**config.mk**
```make
export PLATFORM = sky130hd
export DESIGN_NAME = phase_select_ctrl
export DESIGN_NICKNAME = d
export VERILOG_FILES = /design/src/rtl/phase_select_ctrl.sv
export SDC_FILE = /design/constraint.sdc
export NUM_CORES = 1
export LEC_CHECK = 0
export CELL_PAD_IN_SITES_DETAIL_PLACEMENT = 1
export CELL_PAD_IN_SITES_GLOBAL_PLACEMENT = 1
export CORE_ASPECT_RATIO = 0.7
export CORE_MARGIN = 2
export CORE_UTILIZATION = 30
export DETAILED_ROUTE_END_ITERATION = 6
export PLACE_DENSITY = 0.64
export SLEW_MARGIN = 5
export SYNTH_ARGS = -nofsm -noshare
export SYNTH_HDL_FRONTEND = slang
export SYNTH_SLANG_ARGS = --single-unit
```
**constraint.sdc**
```tcl
create_clock -name clock -period 7.1 [get_ports clock]
set_input_delay 2.13 -clock clock [delete_from_list [all_inputs] [get_ports clock]]
set_output_delay 2.13 -clock clock [all_outputs]
set_load 0.02 [all_outputs]
```
**src/rtl/phase_select_ctrl.sv**
```systemverilog
// phase_select_ctrl: early/late vote tracker that steps a 5-phase clock select.
// Rev 1.0
`default_nettype none

module phase_select_ctrl #(
   parameter int WIN_LEN  = 16,
   parameter int VOTE_TH  = 8,
   parameter int LOCK_CNT = 4,
   parameter int HOLDOFF  = 20
) (
   input  logic       clock,
   input  logic       reset_n,
   input  logic       enable,
   input  logic       sample_valid,
   input  logic       early,
   input  logic       late,
   input  logic       force_valid,
   input  logic [2:0] force_phase,
   output logic [2:0] phase_sel,
   output logic [4:0] phase_onehot,
   output logic       shift_pulse,
   output logic       locked
);

   localparam int VW = $clog2(WIN_LEN) + 1;
   localparam int CW = $clog2(WIN_LEN);
   localparam int NW = VW + 1;
   localparam logic signed [NW-1:0] ONE   = NW'(1);
   localparam logic signed [NW-1:0] TH_P  = NW'(VOTE_TH);
   localparam logic signed [NW-1:0] TH_N  = NW'(-VOTE_TH);
   localparam logic [7:0]           HOLD8 = 8'(HOLDOFF);
   localparam logic [3:0]           LOCK4 = 4'(LOCK_CNT);

   typedef enum logic [1:0] {
      ST_IDLE  = 2'd0,
      ST_ACQ   = 2'd1,
      ST_TRACK = 2'd2
   } state_t;

   state_t               state_q;
   logic signed [VW-1:0] vote_q;
   logic [CW-1:0]        win_q;
   logic [7:0]           hold_q;
   logic [3:0]           nostep_q;
   logic                 stepped_q;
   logic [2:0]           phase_q;
   logic [4:0]           onehot_q;
   logic                 pulse_q;
   logic                 locked_q;

   logic signed [NW-1:0] net_d;
   logic                 accept;
   logic                 win_end;
   logic                 step_up;
   logic                 step_dn;
   logic                 force_ok;
   logic [2:0]           phase_up;
   logic [2:0]           phase_dn;

   function automatic logic [4:0] dec5(input logic [2:0] p);
      dec5 = 5'd1 << p;
   endfunction

   // The stored accumulator only ever holds WIN_LEN-1 votes; the final vote is
   // folded in one bit wider so the decision itself cannot overflow.
   always_comb begin
      accept   = sample_valid && (state_q != ST_IDLE) && (hold_q == 8'd0);
      net_d    = {vote_q[VW-1], vote_q};
      if (early && !late) begin
         net_d = net_d + ONE;
      end else if (late && !early) begin
         net_d = net_d - ONE;
      end
      win_end  = accept && (win_q == CW'(WIN_LEN - 1));
      step_up  = win_end && (net_d >= TH_P);
      step_dn  = win_end && (net_d <= TH_N);
      force_ok = force_valid && (force_phase <= 3'd4);
      phase_up = (phase_q == 3'd4) ? 3'd0 : phase_q + 3'd1;
      phase_dn = (phase_q == 3'd0) ? 3'd4 : phase_q - 3'd1;
   end

   always_ff @(posedge clock or negedge reset_n) begin
      if (!reset_n) begin
         state_q   <= ST_IDLE;
         vote_q    <= '0;
         win_q     <= '0;
         hold_q    <= '0;
         nostep_q  <= '0;
         stepped_q <= 1'b0;
         phase_q   <= 3'd0;
         onehot_q  <= 5'b00001;
         pulse_q   <= 1'b0;
         locked_q  <= 1'b0;
      end else begin
         pulse_q <= 1'b0;
         if (!enable) begin
            state_q   <= ST_IDLE;
            vote_q    <= '0;
            win_q     <= '0;
            hold_q    <= '0;
            nostep_q  <= '0;
            stepped_q <= 1'b0;
            locked_q  <= 1'b0;
         end else if (state_q == ST_IDLE) begin
            state_q <= ST_ACQ;
         end else if (force_ok) begin
            phase_q   <= force_phase;
            onehot_q  <= dec5(force_phase);
            pulse_q   <= (force_phase != phase_q);
            hold_q    <= HOLD8;
            vote_q    <= '0;
            win_q     <= '0;
            nostep_q  <= '0;
            stepped_q <= 1'b0;
            state_q   <= ST_ACQ;
            locked_q  <= 1'b0;
         end else begin
            if (hold_q != 8'd0) begin
               hold_q <= hold_q - 8'd1;
            end
            if (win_end) begin
               vote_q <= '0;
               win_q  <= '0;
               if (step_up || step_dn) begin
                  phase_q  <= step_up ? phase_up : phase_dn;
                  onehot_q <= dec5(step_up ? phase_up : phase_dn);
                  pulse_q  <= 1'b1;
                  hold_q   <= HOLD8;
                  nostep_q <= '0;
                  // In TRACK, a step right after a stepping window means lock was lost.
                  if (state_q == ST_TRACK) begin
                     if (stepped_q) begin
                        state_q   <= ST_ACQ;
                        locked_q  <= 1'b0;
                        stepped_q <= 1'b0;
                     end else begin
                        stepped_q <= 1'b1;
                     end
                  end
               end else begin
                  stepped_q <= 1'b0;
                  if (state_q == ST_ACQ) begin
                     if (nostep_q == LOCK4 - 4'd1) begin
                        state_q  <= ST_TRACK;
                        locked_q <= 1'b1;
                        nostep_q <= '0;
                     end else begin
                        nostep_q <= nostep_q + 4'd1;
                     end
                  end
               end
            end else if (accept) begin
               vote_q <= net_d[VW-1:0];
               win_q  <= win_q + CW'(1);
            end
         end
      end
   end

   assign phase_sel    = phase_q;
   assign phase_onehot = onehot_q;
   assign shift_pulse  = pulse_q;
   assign locked       = locked_q;

endmodule

`default_nettype wire

```
run_1/m1.png
Supply wires on this layer in gray.
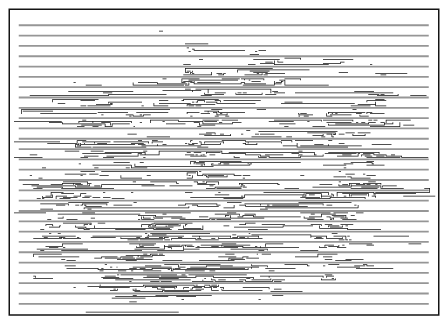
longest straight run: 39.1 um
wire length on this layer: 3760 um
share of all routed wire: 56%
main direction: horizontal
Via Count: 2154
wirelength, routed: 6.73 mm
GR Layer Usage met1: 24.2%

run_1/m2.png
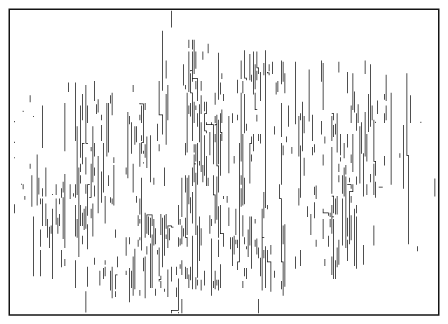
share of all routed wire: 41%
main direction: vertical
GR Util met2: 23.4%

==> changes_impl.md, run 1 <==
### Metrics

- Layout cells sized above 1: under 10%
- Post-Syn Area: 0.00249 mm2
- Max cap viols: 0
- Worst-path fanout max: 14
- Gate Count Post-Synth: 271
- CP Class: input port to flop
- N_diodes: 0
- Leak pwr: 1.23 nW
- Max IR drop VDD: between 0.15 and 0.2 mV
- Die ar.: slightly above 0.009 mm2
- Total GRT Usage: 16.0%
- Initial antenna violation count: 0
- Max-slew violation count: 0
- CTS resizes: 0
- Worst-path clk slew: roughly 0.060 ns
- Synth Flop Type: dfrtp_1
- Std cell rows: 27
- Core ar.: 0.00794 mm2
- Cell count in the Yosys report: 271
- Iter 0 DRT Violations: 111
- Cts bufs inserted: 5
- Final Setup Violations: 0
- Worst skew pair latency: around 0.28 ns
- Yosys top cell area share: 33.2%
- Avg Cell Area, Syn: 9.18 um2
- IO buf count: 19
- Final hold vios: 0
- Post-layout utilization of the core: 36.3%
- Deepest clock path buffer count: 2
- Crit path largest cell delay: between 0.7 and 0.8 ns
- Tool warnings: 29
- Worst setup margin: between 2 and 2.5 ns
- R2r setup slk: 3.93 ns
- Synth Seq Share: between 30% and 40%
- FMAX: 0.201 GHz
- Share of the clock period used by the worst path after layout: 70.2%
- Synth Net Count: 290
- Status: finished clean
- Async SR Flop Fraction: 100%
run_1/m3.png
Bar = 20 um.
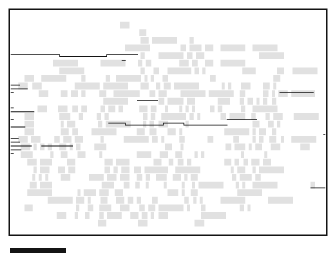
share of all routed wire: 2.7%
longest straight run: 17.2 um
nets with wire on the layer: 18
met3 Resource Use GR: 3.55%

run_1/gates.png
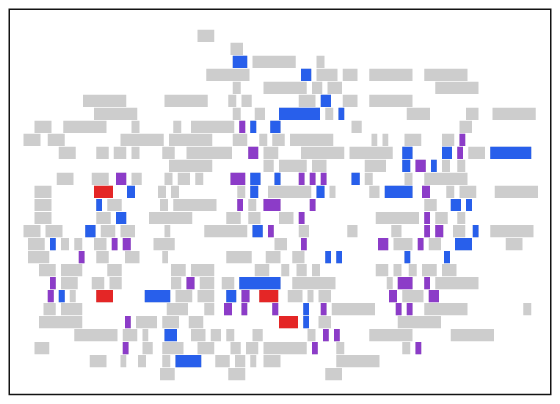
[nor cells] blue | cells: 40
[nand cells] purple | cells: 45
[mux cells] red | cells: 4
combinational share of cell area: 53.2%
Commonest Layout Cell: dfrtp_1
Layout Cells excl Fill: 389

==> run 1: synthesized netlist by cell type (4+ instances only) <==
library cell and count:
and3b_1 4, inv_1 10, o31ai_1 7, a22o_1 4
a21oi_1 5, nor3_1 5, ha_1 9, nor2_1 15
a21o_1 6, a32o_1 4, nand2_1 30, xor2_1 5
and2_1 6, o21ai_0 27, dfrtp_1 33, nor2b_1 7
nand3_1 7, clkbuf_1 5
==> run 1: worst max path at each step <==
stage / to / start / slack [ns]
finish: phase_sel[2]$_DFFE_PN0P_ / late / 2.12
global route: phase_sel[2]$_DFFE_PN0P_ / early / 1.85
CTS: phase_sel[2]$_DFFE_PN0P_ / late / 2.12
detailed placement: phase_sel[2]$_DFFE_PN0P_ / late / 1.83
global placement: phase_sel[2]$_DFFE_PN0P_ / late / 1.97
floorplan: state_q[0]$_DFFE_PN0P_ / early / 2.98
==> run 1: layer usage <==
metal  vias up  global-route usage [%]  part of all wire (%)  wire length (um)
li1       1050                       -                     -                 -
met1      1075                    24.2                    56              3760
met2        25                    23.4                    41              2760
met3         4                    3.55                   2.6               178
met4         0                    2.93                  0.56                38
met5         -                       0                     0                 0
==> run 1: registers in the layout, summed over array words and instances, names as in the netlist <==
signal	flops
hold_q	8
locked	1
nostep_q	4
phase_onehot	5
phase_sel	3
shift_pulse	1
state_q	2
stepped_q	1
vote_q	5
win_q	4
==> run 1: cells by family after synthesis <==
family                   count (synthesis)  synth area share, %
AND/OR/NAND/NOR                        112                 28.7
AND-OR/OR-AND                           84                 23.9
flip-flops                              34                 34.3
buffers and inverters                   20                 4.02
adder cells (fa/ha/maj)                  9                 4.53
XOR/XNOR                                 8                 2.82
multiplexers                             4                 1.76
==> run 1: where the power goes <==
part	internal, mW	total [mW]	switching [mW]
combinational	0.219	0.507	0.288
clock	0.139	0.222	0.0833
sequential	0.252	0.344	0.0913
total	0.610	1.07	0.463
==> run 1: layout make-up <==
| class | count | area, um2 | area share (%) |
|---|---|---|---|
| flip-flops and latches | 34 | 852 | 29.5 |
| clock buffers | 7 | 143 | 4.95 |
| inverters | 10 | 37.5 | 1.30 |
| repair buffers | 19 | 185 | 6.42 |
| clock inverters | 1 | 5.00 | 0.174 |
| well taps | 101 | 126 | 4.38 |
| multi-input cells | 217 | 1540 | 53.2 |
==> run 1: tightest hold or removal path: stages, from the launching register on <==
cell	delay, ns
dfrtp_1	0.37
nand2_1	0.06
nand2_1	0.05
==> run 1: layout by cell type (no fill, tap or decap), types with 3 or more instances in the layout <==
master	synthesis	layout
o21ai_0	27	27
o21a_1	3	3
inv_1	10	10
xnor2_1	3	3
nor4b_4	3	3
nand4_1	3	3
nor2b_1	7	7
nor2_1	15	15
a32o_1	4	4
nand2_1	30	30
and2_1	6	6
ha_1	9	9
clkdlybuf4s50_1	0	18
a22oi_1	3	3
and4_1	3	3
nor4_1	3	3
nor3_1	5	5
a22o_1	4	4
clkbuf_16	0	5
and3b_1	4	4
dfrtp_1	33	33
mux2_2	3	3
o31ai_1	7	7
a21oi_1	5	5
nand3_1	7	7
o22ai_1	3	3
a21o_1	6	6
xor2_1	5	5
or3_1	3	3
run_1/clock_nets.png
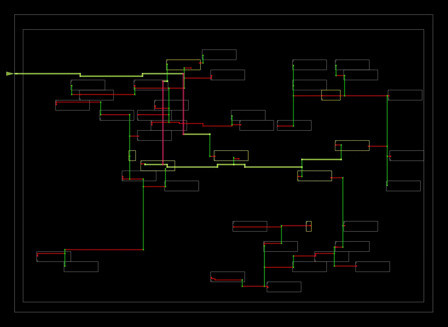

==> inputs of run 2 (changes only) <==
Clock period 7.1 ns to 4.6 ns, I/O delays scaled along.
run_2/clock_nets.png
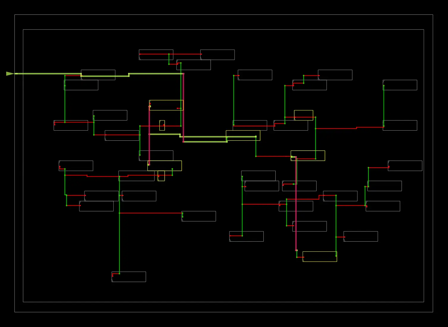
Clock group: 343 uW
clock skew: 0.00327 ns

==> run 2 against run 1 <==
Against the previous run:
- routed wire length is 0.33% higher
- first-iteration DRC count is 5.4% lower
- sequential power is 55% higher
- die area stayed put
- non-clock buffer count is 2 higher
- total power is 56% higher
- clock power is 55% higher
==> changes_impl.md, run 2 <==
### Metrics

- Number of flip-flops in the largest register: 8 (unchanged)
- Layout cells sized above 1: 10.3% (+0.62 points)
- Status: finished clean
- Worst setup margin: 0.559 ns (-1.56 ns)
- Initial antenna violation count: 0 (unchanged)
- Yosys top cell area share: 33.2% (unchanged)
- NetSw: 724 uW (+56%)
- Gate Count Post-Synth: 271 (unchanged)
- Avg Cell Area, Syn: 9.18 um2 (unchanged)
- Net Sw Frac: 43.4% (+0.21 points)
- Count leader, synth: dfrtp_1
- Share of the clock period used by the worst path after layout: 87.8%
- Die ar.: 0.00905 mm2 (unchanged)
- Top cells by count: 33 x dfrtp_1, 30 x nand2_1, 27 x o21ai_0, 15 x nor2_1, 10 x inv_1
- Core ar.: 0.00794 mm2 (unchanged)
- Worst-path fanout max: 14 (unchanged)
- Clock share of power: 20.6% (about the same)
- Cts bufs inserted: 5 (unchanged)
- Comb power frac: 47.6% (+0.4 points)
- Async SR Flop Fraction: 100% (unchanged)
- IO buf count: 19 (unchanged)
- Synth Seq Share: 34.3% (unchanged)
- CP Class: input port to flop
- CTS resizes: 0 (unchanged)
- Worst-path clk slew: 0.05 ns (about the same)
- Max IR drop VDD: 0.195 mV (+11%)
- Worst skew pair latency: 0.28 ns (about the same)
- Flop pwr share: 31.9% (about the same)
[run 2: cell counts after synthesis]
Identical to the previous run, type by type.
[run 2: final cells by class]
cell class              instances  area (um2)
fillers                       925        5040
multi-input cells             217        1540
clock inverters                 1        5.00
repair buffers                 21         200
well taps                     101         126
flip-flops and latches         34         852
inverters                      10        37.5
clock buffers                   7         143
[run 2: path summary, 6_finish.rpt]
kind                                               end                         from  cells after the start  slack [ns]
min reg2reg                phase_onehot[0]$_DFFE_PN1P_  phase_onehot[0]$_DFFE_PN1P_                      2        0.52
max                        phase_onehot[4]$_DFFE_PN0P_                         late                      8        0.56
max in group asynchronous  phase_onehot[3]$_DFFE_PN0P_                      reset_n                      1        2.90
max reg2reg                phase_onehot[3]$_DFFE_PN0P_        hold_q[1]$_DFFE_PN0N_                      9        1.58
min                        phase_onehot[0]$_DFFE_PN1P_  phase_onehot[0]$_DFFE_PN1P_                      2        0.52
min in group asynchronous        hold_q[4]$_DFFE_PN0N_                      reset_n                      1        1.19
[run 2: logic make-up after synthesis]
kind of cell,synth area share (%)
AND/OR/NAND/NOR,28.7
AND-OR/OR-AND,23.9
flip-flops,34.3
buffers and inverters,4.02
adder cells (fa/ha/maj),4.53
XOR/XNOR,2.82
multiplexers,1.76
[run 2: worst max-delay path, stage by stage]
cell	delay [ns]
clkdlybuf4s50_1	0.71
and4b_1	0.25
a22oi_2	0.44
xnor2_1	0.23
nor4b_4	0.47
o21a_1	0.33
nor3_1	0.11
a32o_1	0.28
[run 2: metal layers]
metal  part of all wire, %  up-vias  track usage, %
met5                     0        -               0
met4                  0.87        0            3.78
met3                   2.1        7            3.32
met2                    44       26            25.1
met1                    53     1096            23.6
li1                      -     1056               -
[run 2: power groups by stage]
| stage | combinational, mW | sequential, mW | clock [mW] |
|---|---|---|---|
| finish | 0.794 | 0.532 | 0.343 |
| floorplan | 0.570 | 0.517 | 0 |
| CTS | 0.800 | 0.532 | 0.354 |
| detailed placement | 0.796 | 0.532 | 0 |
| global route | 0.893 | 0.555 | 0.368 |
| global placement | 0.777 | 0.535 | 0 |
[run 2: stage by stage]
stage	util (%)	hold WS [ns]	power [mW]
after global placement	34.7	0.499	1.31
final	36.5	0.517	1.67
after detailed placement	34.7	0.509	1.33
after global routing	36.5	0.535	1.82
after floorplan	-	0.465	1.09
after CTS	36.5	0.516	1.69
Power is estimated from default activity; no workload was simulated.
